$ cat src/rtl/sobel_uart_framer.sv
// Sobel-to-UART packet framer.
// Buffers {sof, pixel} pairs in a small FIFO and serialises each frame as
// AA 55 LEN_H LEN_L <payload> XOR-checksum, paced by a UART transmitter
// that reports idle on tx_ready and takes a one-cycle tx_valid start pulse.
module sobel_uart_framer #(
    parameter int FRAME_PIXELS = 4800,
    parameter int FIFO_DEPTH   = 16
) (
    input  logic        clk,
    input  logic        rst_n,
    input  logic [7:0]  pix_data,
    input  logic        pix_sof,
    input  logic        pix_valid,
    output logic        pix_ready,
    output logic [7:0]  tx_data,
    output logic        tx_valid,
    input  logic        tx_ready,
    output logic        busy,
    output logic        frame_done,
    output logic [15:0] drop_count
);

    localparam int          AW  = $clog2(FIFO_DEPTH);
    localparam logic [15:0] LEN = 16'(FRAME_PIXELS);

    typedef enum logic [2:0] {
        IDLE, HDR0, HDR1, LEN_H, LEN_L, PAYLOAD, CSUM
    } state_t;

    state_t state, state_next;

    // FIFO storage and pointers (extra MSB distinguishes full from empty)
    logic [8:0]  mem [FIFO_DEPTH];
    logic [AW:0] wr_ptr, rd_ptr;
    logic        fifo_full, fifo_empty, wr_en, pop;
    logic [8:0]  head;

    // Datapath control produced by the FSM
    logic        issue, csum_clr, drop_inc, done_next, send_ok;
    logic [7:0]  issue_byte;
    logic [7:0]  csum;
    logic [15:0] byte_cnt;

    assign fifo_empty = (wr_ptr == rd_ptr);
    assign fifo_full  = (wr_ptr[AW] != rd_ptr[AW]) &&
                        (wr_ptr[AW-1:0] == rd_ptr[AW-1:0]);
    assign pix_ready  = !fifo_full;
    assign wr_en      = pix_valid && pix_ready;
    assign head       = mem[rd_ptr[AW-1:0]];
    assign send_ok    = tx_ready && !tx_valid;
    assign busy       = (state != IDLE);

    // FIFO storage write port
    // NOTE: the storage array has no reset; only the pointers decide what is valid.
    always_ff @(posedge clk) begin
        if (wr_en) mem[wr_ptr[AW-1:0]] <= {pix_sof, pix_data};
    end

    // FIFO pointers; write and pop may happen in the same cycle
    // NOTE: sequential state uses non-blocking assignments so every flop samples pre-edge values.
    always_ff @(posedge clk or negedge rst_n) begin
        if (!rst_n) begin
            wr_ptr <= '0;
            rd_ptr <= '0;
        end else begin
            if (wr_en) wr_ptr <= wr_ptr + 1'b1;
            if (pop)   rd_ptr <= rd_ptr + 1'b1;
        end
    end

    // FSM state register
    always_ff @(posedge clk or negedge rst_n) begin
        if (!rst_n) state <= IDLE;
        else        state <= state_next;
    end

    // FSM next-state and per-cycle datapath controls
    // NOTE: every output gets a default first so no latch is inferred.
    always_comb begin
        state_next = state;
        pop        = 1'b0;
        issue      = 1'b0;
        issue_byte = tx_data;
        csum_clr   = 1'b0;
        drop_inc   = 1'b0;
        done_next  = 1'b0;
        unique case (state)
            IDLE: begin
                if (!fifo_empty) begin
                    if (head[8]) begin
                        state_next = HDR0;
                        csum_clr   = 1'b1;
                    end else begin
                        pop      = 1'b1;
                        drop_inc = 1'b1;
                    end
                end
            end
            HDR0: if (send_ok) begin
                issue = 1'b1; issue_byte = 8'hAA; state_next = HDR1;
            end
            HDR1: if (send_ok) begin
                issue = 1'b1; issue_byte = 8'h55; state_next = LEN_H;
            end
            LEN_H: if (send_ok) begin
                issue = 1'b1; issue_byte = LEN[15:8]; state_next = LEN_L;
            end
            LEN_L: if (send_ok) begin
                issue = 1'b1; issue_byte = LEN[7:0]; state_next = PAYLOAD;
            end
            PAYLOAD: if (send_ok && !fifo_empty) begin
                issue      = 1'b1;
                issue_byte = head[7:0];
                pop        = 1'b1;
                if (byte_cnt == LEN - 16'd1) state_next = CSUM;
            end
            CSUM: if (send_ok) begin
                issue      = 1'b1;
                issue_byte = csum;
                done_next  = 1'b1;
                state_next = IDLE;
            end
            default: state_next = IDLE;
        endcase
    end

    // Output byte register, pulse generation, checksum and counters
    always_ff @(posedge clk or negedge rst_n) begin
        if (!rst_n) begin
            tx_valid   <= 1'b0;
            tx_data    <= 8'h00;
            frame_done <= 1'b0;
            csum       <= 8'h00;
            byte_cnt   <= 16'd0;
            drop_count <= 16'd0;
        end else begin
            tx_valid   <= issue;
            frame_done <= done_next;
            if (issue) tx_data <= issue_byte;
            if (csum_clr) begin
                csum     <= 8'h00;
                byte_cnt <= 16'd0;
            end else if (issue && state == PAYLOAD) begin
                csum     <= csum ^ issue_byte;
                byte_cnt <= byte_cnt + 16'd1;
            end
            if (drop_inc && drop_count != 16'hFFFF) drop_count <= drop_count + 16'd1;
        end
    end

endmodule

$ cat config.mk
export PLATFORM = sky130hd
export DESIGN_NAME = sobel_uart_framer
export DESIGN_NICKNAME = d
export VERILOG_FILES = /design/src/rtl/sobel_uart_framer.sv
export SDC_FILE = /design/constraint.sdc
export NUM_CORES = 1
export LEC_CHECK = 0
export ABC_AREA = 1
export CORE_MARGIN = 1.5
export CORE_UTILIZATION = 32
export CTS_BUF_LIST = sky130_fd_sc_hd__clkbuf_16
export CTS_CLUSTER_DIAMETER = 40
export CTS_CLUSTER_SIZE = 16
export DETAILED_ROUTE_END_ITERATION = 8
export HOLD_SLACK_MARGIN = 0.06
export PLACE_DENSITY = 0.43
export SKIP_CTS_REPAIR_TIMING = 1
export SLEW_MARGIN = 0
export SYNTH_ARGS = -nofsm -noshare
export SYNTH_HDL_FRONTEND = slang
export SYNTH_SLANG_ARGS = --single-unit
$ cat constraint.sdc
create_clock -name clk -period 4.2 [get_ports clk]
set_clock_uncertainty 0.15 [all_clocks]
set_input_delay 0.63 -clock clk [delete_from_list [all_inputs] [get_ports clk]]
set_output_delay 0.63 -clock clk [all_outputs]
set_load 0.1 [all_outputs]
Figure 1. The clock network.
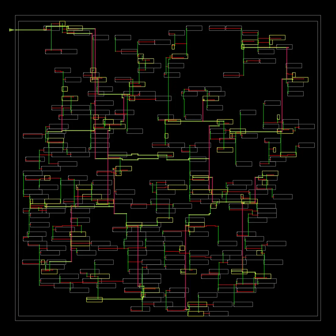
clock sinks: 207
Seq Cell Count: 207

Figure 2. Wiring by layer.
(3 px per um)
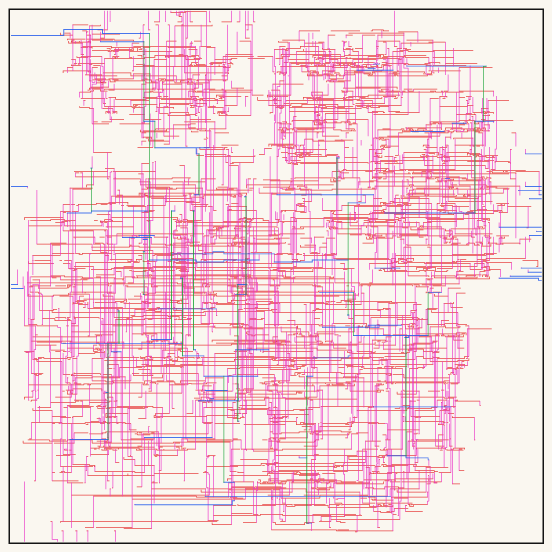
[blue] met3 | wire length: 872 um
[green] met4 | wire length: 641 um
[magenta] met2 | wire length: 12100 um
[red] met1 | wire length: 12800 um

Figure 3. Metal 4.
(3 px per um) Supply wires on this layer in grey.
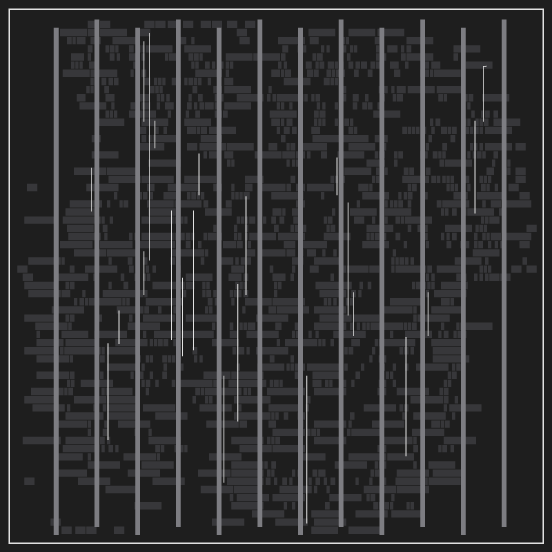
nets with wire on the layer: 10
main direction: vertical
share of all routed wire: 2.4%
longest straight run: 75.5 um
wire length on this layer: 641 um
total wire length: 26.4 mm
total number of vias: 7139

Figure 4. Cell area per tile.
(2 px per um) 18 x 18 tiles, from white (low) to dark blue (high), 0 to 100% covered.
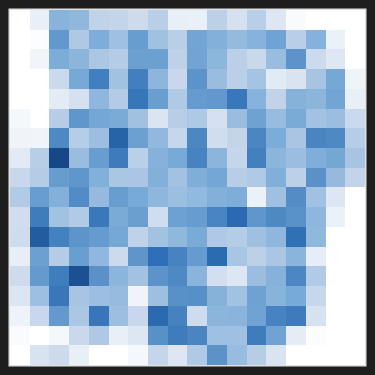
nearly empty tiles: 11%
tiles over 75% full: 2.2%
fullest tile: 91%

Figure 5. Register map, names as in the netlist.
(3 px per um) Other sequential cells in the stronger grey, the rest of the logic in the fainter grey.
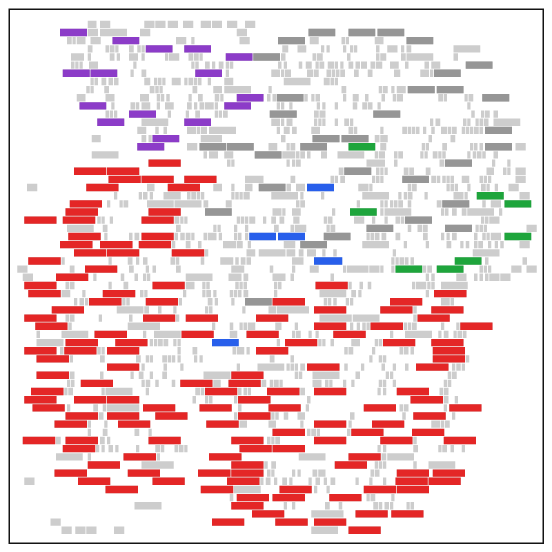
[purple] drop_count | sequential cells: 16
[blue] rd_ptr | sequential cells: 5 | where: centre
[green] tx_data | sequential cells: 8 | where: east
[red] mem | sequential cells: 144

[flip-flops by register name, summed over array words and instances (netlist names)]
signal / cells
byte_cnt: 16
csum: 8
drop_count: 16
frame_done: 1
mem: 144
rd_ptr: 5
state: 3
tx_data: 8
tx_valid: 1
wr_ptr: 5
[placed cells by master (no fill, tap or decap), types with 8 or more instances in the layout]
master           instances
clkdlybuf4s50_1         38
inv_2                    8
nor3_1                  16
nand3_1                113
a21oi_1                 14
buf_4                   10
nand3_2                  8
o21ai_1                  9
xor2_1                  17
nor2_1                 100
nand2_1                355
clkbuf_16               40
dfrtp_1                 62
nand4_1                 15
o21ai_2                 10
edfxtp_1               144
o21ai_0                 34
inv_1                   63
[cell type report]
type / count / area (um^2) / area share (%)
clock buffer: 40 / 1000 / 8.43
clock inverter: 32 / 358 / 3.01
inverter: 68 / 255 / 2.15
multi-input combinational: 724 / 3350 / 28.3
sequential: 207 / 5900 / 49.7
tap: 390 / 488 / 4.11
timing repair buffer: 52 / 510 / 4.30
[Yosys cell counts]
cell      instances  share of area [%]
nor3_1           16               0.82
ha_1              7               0.90
edfxtp_1        144                 44
buf_6             4               0.46
nand2_4           2               0.23
a21oi_1          14               0.72
nand2_2           5               0.32
o22ai_1           1              0.064
nor2_2            4               0.26
nand2_1         355                 14
inv_2             8               0.31
inv_1            59                2.3
clkinv_1          1              0.038
o21ai_1           9               0.46
dfrtp_1          63                 16
nor2_1          100                3.9
nand4_1          15               0.96
buf_2            16               0.82
nand3b_1          2               0.15
nor2_4            1               0.12
nand3_2           8               0.82
o21ai_0          34                1.7
nor4_1            3               0.19
clkbuf_1          2              0.077
buf_4            10               0.77
nand3_1         113                5.8
nand3_4           2               0.36
xnor2_1           6               0.54
o21ai_2          10               0.90
buf_1             7               0.27
xor2_1           17                1.5
==> changes_impl.md <==
### Implementation results

- Status: completed
- Top Consumer: clock
- Die span in x: 178 um
- CP delay by family, top: buffers and inverters
- Post-DR wirelength/cell: around 17 um
- Worst R2R End: mem[5][8]
- Met2 Routed Length: 12.1 mm
- Reg2Reg Depth: 9
- Arr. time, crit path: 2.66 ns
- First drt pass iteration count: 5
- Kind of critical path: flip-flop to primary output
- R2r startpoint: rd_ptr[1]
- Slew headroom: 34.3%
- GR Util All Layers: around 18%
- Critical path buffer and inverter count: 3
- H-tree level count: 2
- CP startpoint: state[0]
- Layout Cells excl Fill: between 1500 and 2000
- Clk pwr: 3.24 mW
- Yosys xor share: 2.07%
- Final std cell area, no fill: between 0.01 and 0.015 mm^2
- Seq pwr: 2.71 mW
- Clock-pin slew on the worst setup and hold paths: roughly 0.05 ns
- Synth Seq Share: 60.6%
- Total Power: between 9 and 10 mW
- Shortest period the worst path allows: 3.44 ns
- Avg Inst Size Synth: 9.39 um^2
- CTS tree: done
- # diodes: 0
- FMAX: 290 MHz
- OpenROAD warning count: 29
- GR Util met3: under 10%
- DP Cell Count: between 1000 and 1500
- # Cells Yosys: 1038
- Crit path to: busy
- Core Region: 0.0298 mm^2
- YS chip area: between 0.009 and 0.01 mm^2
- Min-Delay Endpoint: wr_ptr[4]
- Num CTS Buffers: 39
- Clk_lat worst skew: 0.53 ns
- Worst Tran Pin Value: between 0.9 and 1 ns
- Routability cong.: 0.812
- Critical path launch point type: flip-flop
- Leak Pwr: 4.90 nW
- Clock share of power: 35.6%
- WL met1: 12.8 mm
- TNS Setup: 0 ns
- Met1 Use GR: between 20% and 30%
- Adder Share, Synth: 0.899%
- Endpoints failing setup: 0
- Grt ovf: 0
- DP HPWL: 17.4 mm
- # IOs: 41
- Synth warn: 0
- IO buf count: 40
- Layout cells sized above 1: 10.5%
- Synthesized cell area: 0.00974 mm^2
- CTS Root Cell: clkbuf_16
- Row count: 63
- P_comb: 3.16 mW
- CTS max path bufs: 3
- Die Ht: 178 um
- Pre-CTS setup slack: between 0.9 and 1 ns
- Synth Area in Simple Gates: 27.6%
- FILL cells: 2992
- Final critical-path share of the clock period: 82.0%
- Busiest metal layer after global routing: met2
- Combinational fraction of design power: roughly a third
- WL met3: about 870 um
- Final layout net count: about 1100
- Compound Share, Synth: 3.89%
- Final Hold Slack: 0.361 ns
- Critical path endpoint category: primary output
- Worst hold start: wr_ptr[4]
- Final core utilization: 39.8%
- Yosys cell types: 31
- Initial DRC Count: 516
- First-pass GRT wire length: approximately 42 mm
- Met2 GRT Util: 27.7%
- Critical Path Stages: 5
- DRC viols: 0
- CP required: 3.42 ns
- Pwr per Cell Area: 767 mW/mm^2
- Floorplan Nets: 1058
- Vias in the first global route: 7124
- Chip area: 0.0315 mm^2
- Min-delay worst type: flip-flop to flip-flop
- Worst stage delay on the critical path: about 0.99 ns
- Final ANT Viol Nets: 0
- Logic family by area: simple AND/OR/NAND/NOR gates
- Post-Syn Instances: between 1000 and 1500
- Hold Path Stages: 1
- Worst-path fanout max: 8
- Max-cap violations: 0
- Unrepaired setup endpoints after global routing: no
- Fin. max-slew vios: 0
- FP Util: 32.7%
- Placed Area: between 0.01 and 0.015 mm^2
- Reg-to-reg slack, setup: between 0.9 and 1 ns
- Routed vias/inst: 4.72
- Layout area overhead: 21.8%
- Highest routed layer: met4
- Crit path cell chain: nor2_1 -> inv_1 -> nor2_1 -> inv_1 -> clkdlybuf4s50_1
- Slowest stage cell, crit path: clkdlybuf4s50_1
- Switching share of power: approximately two fifths
- Worst Slack Setup Final: between 0.7 and 0.8 ns
- Sequential power share: 29.7%
- Synth mux share: 0%
- Largest net degree at the start of global routing: 77
- NetSw: 3.66 mW
- Initial antenna violation count: 0
- Ys flops: 207
- Final hold violation count: 0
- Pint: 5.45 mW
- Maximum VDD drop: between 0.3 and 0.4 mV
Power figures rest on the tool's default switching activity, not on a simulated workload.
